Design cb_doutb_map, sky130hd; sources not shown.
Figure 1. Metal 1 (run 1).
The bar under the picture is 50 um long. Supply wires on this layer in grey. Cells faint in the background.
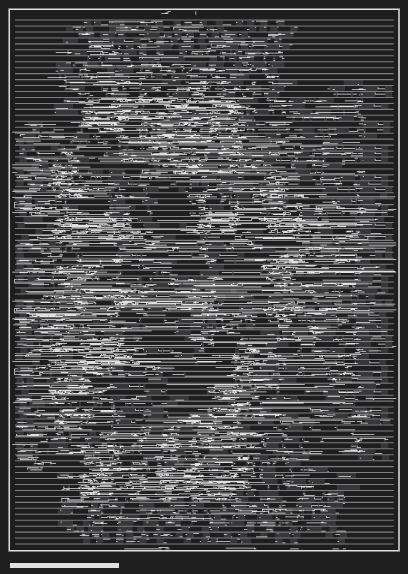
The longest straight run is 69.5 um. The layer holds 43% of the routed length.
final WL: 42800 um
met1 GRT Util: 24.4%

Figure 2. Cells by drive strength (run 1).
The bar under the picture is 50 um long.
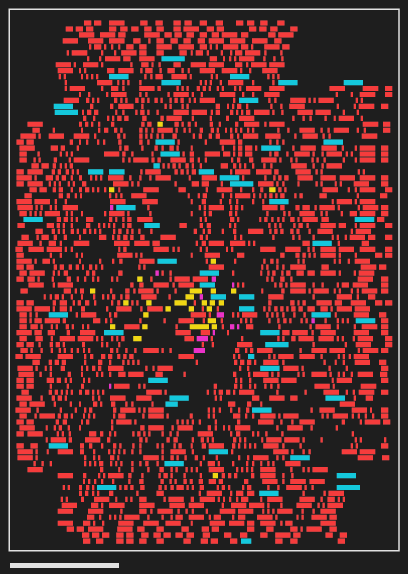
x6 and larger: marked cyan, cells 53, most used clkbuf_16. x3 and x4: marked yellow, cells 27, most used buf_4. x2: marked magenta, cells 13. x1 and smaller: marked red, cells 1858, most used nand2_1.
final worst setup slack: 0.446 ns
Non-CTS buffers: 294
P&R area growth vs syn: 30.2%
Final Instance Area: 17000 um2

Figure 3. Congestion heat map (run 1).
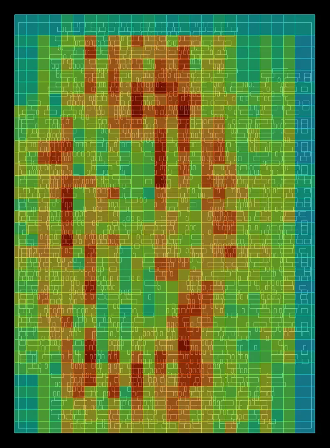
Total Routing Usage GR: 19.7%
global routing usage on met2: 33.2%
fin util: 41.0%

==> reports/qor.yml, run 1 <==
drv_slew: 0
vdd_drop_max_mv: 0.442
synth.area.top_cells: "dfxtp_1, nand2_1, nor2_1"
ioPinCount: 269
die_h_um: 247
power_density_nw_per_um2: 634
worstMarginPinSlew_ns: 0.836
ant_nets: 0
timing.critical_path.slowest_cell_delay_ns: 0.70
cts_made_buffers: 36
hold_buffers: 0
drive_above_1_share_pct: 4.77
tool_warnings: 32
die_x_um: 177
grt_pass1_vias: 11700
period_minus_slack_ns: 2.25
numSynthFlops: 340
place_hpwl_um: 29000
place_ws_ns: 0.487
critPathLaunchType: "flop"
synthCells: 1761
fp_nets: 1903
fmax_mhz: 444
viasPerCell: 4.53
cts_sinks: 340
cts_setup_buffers: 0
gr-total-overflow: 0
rows: 88
hold_viol: 0
clockBufferDepth: 3
crit_chain: "clkdlybuf4s50_1"
critPathArrivalTime_ns: 1.61
yosysWarningCount: 0
die-area_um2: 43700
outcome: "finished, final reports clean"
hp-class: "reg2reg"
antenna_found_initial: 11
fin_nets: 2066
rsz0062_at_grt: "false"
critical_path_depth: 1
ys_types: 22
==> run 1: final cells by class <==
cell class | instances | area share, %
Antenna cell | 10 | 0.147
Clock buffer | 36 | 5.30
Clock inverter | 29 | 1.64
Inverter | 306 | 6.77
Multi-Input combinational cell | 946 | 24.5
Sequential cell | 340 | 40.1
Tap cell | 540 | 3.98
Timing Repair Buffer | 294 | 17.6
==> run 1: tightest hold or removal path: stages, from the launching register on <==
cell	delay (ns)
dfxtp_1	0.29
inv_1	0.04
nor2_1	0.03
==> run 1: power by group <==
part | internal (mW) | switching, mW | leakage, nW
sequential | 5.03 | 0.00510 | 2.74
combinational | 0.302 | 0.436 | 3.94
clock | 2.92 | 2.07 | 0.604
==> run 1: cell families after synthesis <==
family | after synthesis | share of synthesized area [%]
compound gates | 66 | 2.93
flops | 340 | 52.2
simple gates | 875 | 28.1
buf+inv | 475 | 16.3
fa+ha+maj | 5 | 0.480
==> run 1: routing by layer <==
| metal | routed length [um] | vias to the layer above | global-route usage (%) |
|---|---|---|---|
| met5 | 13 | - | 0 |
| met1 | 18400 | 5355 | 24.4 |
| met4 | 1460 | 2 | 8.97 |
| met3 | 2170 | 86 | 3.38 |
| li1 | - | 5544 | - |
| met2 | 20800 | 333 | 33.2 |
==> run 1: per-stage QoR <==
step	hold WS [ns]	std cells	util, %	instance area [um2]
floorplan	0.288	1761	-	13000
global placement	0.292	2426	38.1	15800
detailed placement	0.295	2426	38.1	15800
CTS	0.302	2491	41.0	17000
global route	0.316	2501	41.0	17000
finish	0.298	2501	41.0	17000
==> run 1: cell usage after synthesis <==
| library cell | count |
|---|---|
| o21ai_0 | 11 |
| inv_1 | 302 |
| clkbuf_1 | 50 |
| inv_2 | 4 |
| nor3_1 | 1 |
| and2_1 | 12 |
| dfxtp_1 | 340 |
| and3_1 | 19 |
| a21oi_1 | 22 |
| a21oi_4 | 1 |
| nand2_1 | 346 |
| nand4_1 | 45 |
| buf_4 | 74 |
| buf_6 | 2 |
| buf_2 | 35 |
| nand3_2 | 1 |
| nor2_1 | 303 |
| nand3_1 | 146 |
| buf_1 | 8 |
| ha_1 | 5 |
| nand2_2 | 2 |
| a31oi_1 | 32 |
==> run 2, diff against run 1 <==
--- a/config.mk
+++ b/config.mk
@@ -6,16 +6,16 @@
 export NUM_CORES = 1
 export LEC_CHECK = 0
 export ABC_AREA = 1
-export ABC_CLOCK_PERIOD_IN_PS = 2700
+export ABC_CLOCK_PERIOD_IN_PS = 2250
 export CAP_MARGIN = 40
 export CELL_PAD_IN_SITES_DETAIL_PLACEMENT = 1
 export CELL_PAD_IN_SITES_GLOBAL_PLACEMENT = 2
 export CORE_ASPECT_RATIO = 1.4
 export CORE_MARGIN = 2
-export CORE_UTILIZATION = 31
+export CORE_UTILIZATION = 29
 export CTS_BUF_LIST = sky130_fd_sc_hd__clkbuf_16
 export DETAILED_ROUTE_END_ITERATION = 6
-export PLACE_DENSITY = 0.84
+export PLACE_DENSITY = 0.79
 export SKIP_LAST_GASP = 1
 export SLEW_MARGIN = 20
 export SYNTH_ARGS = -nofsm -noshare
==> constraint.sdc (replaced) <==
create_clock -name clk -period 2.25 [get_ports clk]
set_clock_uncertainty 0.1 [all_clocks]
set_input_delay 0.45 -clock clk [delete_from_list [all_inputs] [get_ports clk]]
set_output_delay 0.45 -clock clk [all_outputs]
set_load 0.03 [all_outputs]
Figure 4. Metal 1 (run 2).
The bar under the picture is 50 um long. Supply wires on this layer in grey. Cells faint in the background.
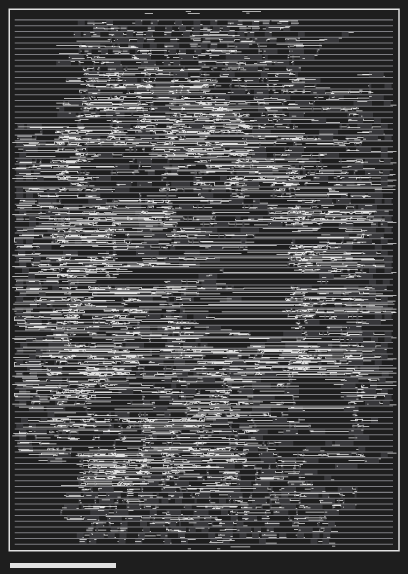
The longest straight run is 67.2 um. The layer holds 44% of the routed length.
vias: 11200
met1 GRT Util: 23.3%
final WL: 44000 um

Figure 5. Cells by drive strength (run 2).
The bar under the picture is 50 um long.
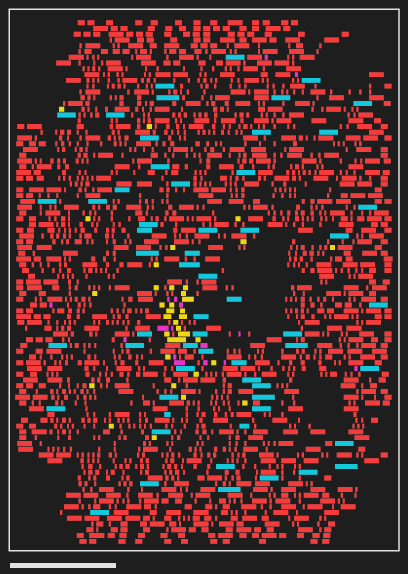
P&R area growth vs syn: 31.8%
Non-CTS buffers: 302

==> reports/qor.yml, run 2 <==
die-area_um2: 46700  # +6.8%
clockBufferDepth: 3  # unchanged
ant_nets: 0  # unchanged
yosysWarningCount: 0  # unchanged
p_seq_share_pct: 45.3  # -1.4 points
synth.area.top_cells: "dfxtp_1, nand2_1, nor2_1"
synth-xor-area-share_pct: 0  # unchanged
rows: 91  # +3.4%
rsz0062_at_grt: "false"
ys_top_logic_family: "simple AND/OR/NAND/NOR gates"
synthAdderAreaFrac_pct: 0.480  # unchanged
fp_nets: 1903  # unchanged
die_x_um: 183  # +3.3%
grt_pass1_vias: 11800  # +1.2%
crit_chain: "clkdlybuf4s50_1"
synth_top_cell_by_count: "nand2_1"
cts_sinks: 340  # unchanged
drive_above_1_share_pct: 5.56  # +0.80 points
final_util_pct: 38.9  # -2.1 points
period_minus_slack_ns: 2.19
p_clk_share_pct: 47.9  # +1.5 points
edf_count: 0  # unchanged
timing.critical_path.slowest_cell_delay_ns: 0.70  # about the same
fmax_mhz: 457
mux_share_pct: 0  # unchanged
ff_type: "dfxtp_1"
common_cells: "nand2_1, dfxtp_1, nor2_1"
ioPinCount: 269  # unchanged
pwr-share-comb_pct: 6.8  # about the same
numSynthFlops: 340  # unchanged
gr-total-overflow: 0  # unchanged
tool_warnings: 30  # -6.3%
outcome: "finished, final reports clean"
synthCells: 1761  # unchanged
-- run 2: cell counts after synthesis --
Identical to the previous run, type by type.
-- run 2: cell type report --
type / instances / area, um2 / share of cell area (%)
antenna: 4 / 10.0 / 0.0582
clock buffer: 39 / 976 / 5.68
clock inverter: 26 / 292 / 1.70
inverter: 306 / 1150 / 6.69
multi-input combinational: 946 / 4170 / 24.2
sequential: 340 / 6810 / 39.6
tap: 558 / 698 / 4.06
timing repair buffer: 302 / 3090 / 18.0
-- run 2: timing repair --
item                                   in CTS  in global routing
setup endpoints to repair                   0                  1
endpoints found under the hold margin       0                  0
buffers inserted                            0                  0
gates resized                               0                  1
-- run 2: cell families after synthesis --
kind of cell / after synthesis
adders and majority gates: 5
AOI/OAI and AO/OA: 66
DFF: 340
buffers and inverters: 475
and+or+nand+nor: 875
-- run 2: routing by layer --
| layer | wire length, um | GRT usage, % |
|---|---|---|
| met1 | 19300 | 23.3 |
| met5 | 23 | 0 |
| met3 | 1770 | 2.73 |
| met4 | 1230 | 7.25 |
| met2 | 21700 | 33.2 |
-- run 2: stage by stage --
step / std cells / cell area [um2] / worst slack, ns / power [mW] / hold WS (ns)
final: 2521 / 17200 / 0.0619 / 13.3 / 0.0564
after global routing: 2521 / 17200 / 0.0252 / 13.8 / 0.0498
after CTS: 2516 / 17100 / 0.0113 / 13.5 / 0.0259
after detailed placement: 2451 / 15900 / 0.218 / 7.08 / 0.295
after global placement: 2451 / 15900 / 0.285 / 7.07 / 0.290
after floorplan: 1761 / 13000 / 0.633 / 6.57 / 0.288
-- run 2: power by group through the flow --
stage          Combinational, mW  Sequential [mW]  Clock (mW)
6_report                   0.911             6.04        6.38
4_1_cts                    0.913             6.04        6.57
5_1_grt                    0.998             6.04        6.79
3_3_place_gp               0.900             6.17           0
3_5_place_dp               0.908             6.17           0
2_1_floorplan              0.396             6.17           0
Power is estimated from default activity; no workload was simulated.
